ff_map.png
Drawn at 10 px/um.
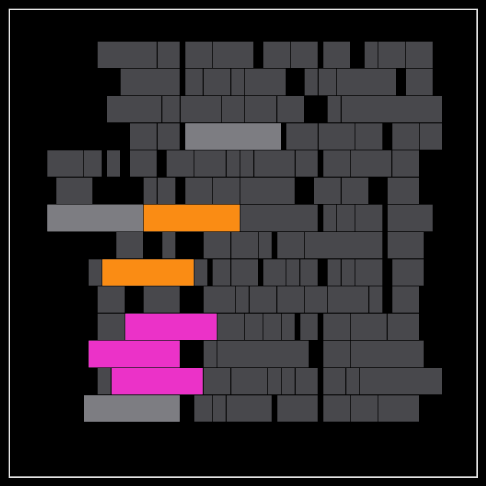
clock_wires.png
Drawn at 6 px/um.
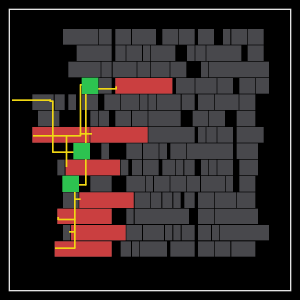
layers.png
Drawn at 8 px/um.
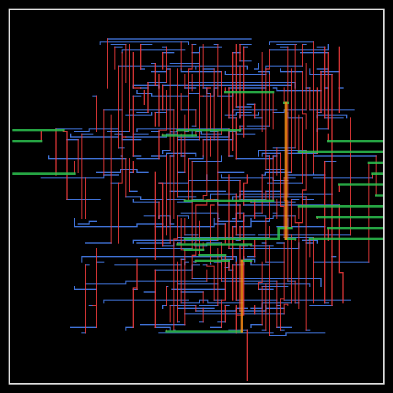
closeup.png
Window x 25 to 45, y 2 to 22 um. Cells in gray, sequential cells in the stronger gray; small squares are vias.
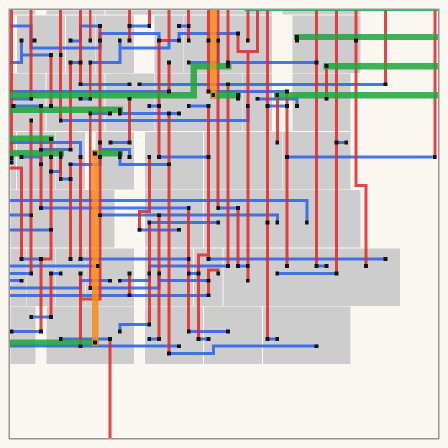
==> src/rtl/rr_burst_arbiter_pkg.sv <==
// Shared types and helpers for the round-robin burst arbiter.
package rr_burst_arbiter_pkg;

  typedef enum logic {
    IDLE = 1'b0,
    BUSY = 1'b1
  } state_e;

  localparam int unsigned MAX_N = 32;

  function automatic logic [MAX_N-1:0] onehot(input int unsigned id);
    onehot = {{(MAX_N-1){1'b0}}, 1'b1} << id;
  endfunction

endpackage

==> src/rtl/rr_burst_arbiter_pick.sv <==
// Round-robin pick: first set bit of (req & mask) scanning upward from last_id+1 with wrap.
module rr_pick #(
  parameter int N    = 4,
  parameter int ID_W = $clog2(N)
) (
  input  logic [N-1:0]    req,
  input  logic [ID_W-1:0] last_id,
  input  logic [N-1:0]    mask,
  output logic [ID_W-1:0] win_id,
  output logic            win_valid
);

  logic [N-1:0] cand_s;
  logic [N-1:0] rot_s;
  int unsigned  start_s;
  int unsigned  off_s;

  // Rotate so the highest-priority requester sits at bit 0, encode, then rotate back.
  always_comb begin
    cand_s  = req & mask;
    start_s = (32'(last_id) + 32'd1) % N;
    rot_s   = {N{1'b0}};
    for (int i = 0; i < N; i++) begin
      rot_s[i] = cand_s[ID_W'((start_s + 32'(i)) % N)];
    end
    off_s = 32'd0;
    for (int i = N - 1; i >= 0; i--) begin
      if (rot_s[i]) begin
        off_s = 32'(i);
      end else begin
        off_s = off_s;
      end
    end
    win_valid = |cand_s;
    win_id    = ID_W'((start_s + off_s) % N);
  end

endmodule

==> src/rtl/rr_burst_arbiter.sv <==
// N-port round-robin arbiter with a per-owner burst limit and a burst-extending lock.
module rr_burst_arbiter
  import rr_burst_arbiter_pkg::*;
#(
  parameter int N         = 4,
  parameter int BURST_MAX = 4,
  parameter int ID_W      = $clog2(N),
  parameter int CNT_W     = $clog2(BURST_MAX + 1)
) (
  input  logic            clk,
  input  logic            res_n,
  input  logic [N-1:0]    req,
  input  logic            lock,
  output logic [N-1:0]    grant,
  output logic            grant_valid,
  output logic [ID_W-1:0] grant_id
);

  state_e          state_q;
  logic [ID_W-1:0] grant_id_q;
  logic [ID_W-1:0] last_id_q;
  logic [CNT_W-1:0] cnt_q;

  logic [N-1:0]    owner_oh_s;
  logic [N-1:0]    mask_s;
  logic            owner_req_s;
  logic            at_limit_s;
  logic            rotate_s;
  logic [ID_W-1:0] win_id_s;
  logic            win_valid_s;

  // At the burst limit the owner is masked out so someone else can win.
  always_comb begin
    owner_oh_s  = N'(onehot(32'(grant_id_q)));
    owner_req_s = |(req & owner_oh_s);
    at_limit_s  = (cnt_q == CNT_W'(BURST_MAX));
    rotate_s    = (state_q == BUSY) && owner_req_s && at_limit_s && !lock;
    mask_s      = rotate_s ? ~owner_oh_s : {N{1'b1}};
  end

  rr_pick #(
    .N    (N),
    .ID_W (ID_W)
  ) u_pick (
    .req       (req),
    .last_id   (last_id_q),
    .mask      (mask_s),
    .win_id    (win_id_s),
    .win_valid (win_valid_s)
  );

  // Arbitration FSM: owner, rotation pointer and burst counter.
  always_ff @(posedge clk or negedge res_n) begin
    if (!res_n) begin
      state_q    <= IDLE;
      grant_id_q <= {ID_W{1'b0}};
      last_id_q  <= ID_W'(N - 1);
      cnt_q      <= {CNT_W{1'b0}};
    end else begin
      case (state_q)
        IDLE: begin
          if (win_valid_s) begin
            state_q    <= BUSY;
            grant_id_q <= win_id_s;
            last_id_q  <= win_id_s;
            cnt_q      <= CNT_W'(1);
          end
        end
        BUSY: begin
          if (!owner_req_s) begin
            if (win_valid_s) begin
              grant_id_q <= win_id_s;
              last_id_q  <= win_id_s;
              cnt_q      <= CNT_W'(1);
            end else begin
              state_q    <= IDLE;
              grant_id_q <= {ID_W{1'b0}};
              cnt_q      <= {CNT_W{1'b0}};
            end
          end else if (!at_limit_s || lock) begin
            if (!at_limit_s) begin
              cnt_q <= cnt_q + CNT_W'(1);
            end
          end else begin
            // A lone owner just restarts its burst without a bubble.
            cnt_q <= CNT_W'(1);
            if (win_valid_s) begin
              grant_id_q <= win_id_s;
              last_id_q  <= win_id_s;
            end
          end
        end
        default: begin
          state_q    <= IDLE;
          grant_id_q <= {ID_W{1'b0}};
          cnt_q      <= {CNT_W{1'b0}};
        end
      endcase
    end
  end

  // Outputs decode straight from registers, so reset clears them without a clock edge.
  always_comb begin
    grant_valid = (state_q == BUSY);
    grant_id    = grant_id_q;
    grant       = grant_valid ? N'(onehot(32'(grant_id_q))) : {N{1'b0}};
  end

endmodule
==> config.mk <==
export PLATFORM = sky130hd
export DESIGN_NAME = rr_burst_arbiter
export DESIGN_NICKNAME = d
export VERILOG_FILES = /design/src/rtl/rr_burst_arbiter_pkg.sv /design/src/rtl/rr_burst_arbiter_pick.sv /design/src/rtl/rr_burst_arbiter.sv
export SDC_FILE = /design/constraint.sdc
export NUM_CORES = 1
export LEC_CHECK = 0
export ABC_CLOCK_PERIOD_IN_PS = 2700
export CAP_MARGIN = 20
export CORE_MARGIN = 3
export CORE_UTILIZATION = 45
export DETAILED_ROUTE_END_ITERATION = 12
export PLACE_DENSITY = 0.77
export SYNTH_ARGS = -nofsm -noshare
export SYNTH_HDL_FRONTEND = slang
export SYNTH_SLANG_ARGS = --single-unit
==> constraint.sdc <==
create_clock -name clk -period 2.7 [get_ports clk]
set_clock_uncertainty 0.05 [all_clocks]
set_input_delay 0.81 -clock clk [delete_from_list [all_inputs] [get_ports clk]]
set_output_delay 0.81 -clock clk [all_outputs]
set_load 0.05 [all_outputs]
==> results_slide.txt <==
Physical Implementation Snapshot

Status
  • Status: finished with violations
  • Failing checks: setup timing

Yosys
  • Mux frac, synth: 3.03%
  • Top non-seq family: AND-OR/OR-AND gates
  • Yosys Instances: 87
  • Compound-Gate Fraction of Synth Area: 31.6%

Clock network
  • Clk slew on worst S/H paths: 0.05 ns
  • # hold bufs at CTS: 0

Detailed routing
  • DRC Markers: 0

Pwr
  • Gate power share: 70.8%
  • Leakage: 0.545 nW

Worst setup path
  • CP bufs+invs: 2
  • Slowest CP cell: or3_4
  • Worst setup SP type: input pin
  • Worst setup path class: input pin to register

Placement
  • Hpwl dp: 1550 um
  • Placed Area: 1010 um2

Timing
  • # setup viols final: 2
  • Final setup margin: -0.185 ns

Finish
  • Finished Layout Cells: 143
  • Nets: 138

Global routing
  • Grt ovf: 0
About ff_map.png:
| signal | color | placed flops |
|---|---|---|
| cnt_q | magenta | 3 |
| grant_id | orange | 2 |
Seq area share: 17.3%
flip-flop and latch power: 0.000283 W
Final Util: 77.7%
Reg area: 205 um2

About clock_wires.png:
[clock-net drivers] green | count: 3
[clock wires] yellow | length: 85.8 um
[flip-flops] red | count: 8
routed clock nets: 4
clock power share: 7.2%
power in the clock group: 0.0000920 W

About layers.png:
| layer | color | wire length |
|---|---|---|
| M3 | green | 152 um |
| M4 | orange | 25.8 um |
| M1 | blue | 946 um |
| M2 | red | 1100 um |
routed len/inst: 15.6 um
routed vias: 830

About closeup.png:
| layer | color |
|---|---|
| M2 | red |
| M1 | blue |
| M4 | orange |
| M3 | green |
cells with their middle in the window: 32
sequential cells in the window: 0
most frequent: buf_4 (7), nand2_1 (5), nor2_1 (3)

## power groups by stage
stage / sequential, W / combinational (W) / clock (W)
6_report: 0.000283 / 0.000909 / 0.0000920
5_1_grt: 0.000295 / 0.000977 / 0.000102
4_1_cts: 0.000276 / 0.000854 / 0.0000969
3_3_place_gp: 0.000267 / 0.000751 / 0
2_1_floorplan: 0.000270 / 0.000534 / 0
3_5_place_dp: 0.000271 / 0.000774 / 0
## cell type report
cell class | instances | area, um2
clock buffers | 4 | 26.3
fillers | 84 | 340
inverters | 7 | 26.3
multi-input cells | 68 | 568
flip-flops and latches | 8 | 205
well taps | 16 | 20.0
repair buffers | 40 | 338
Power and IR drop assume default switching activity.
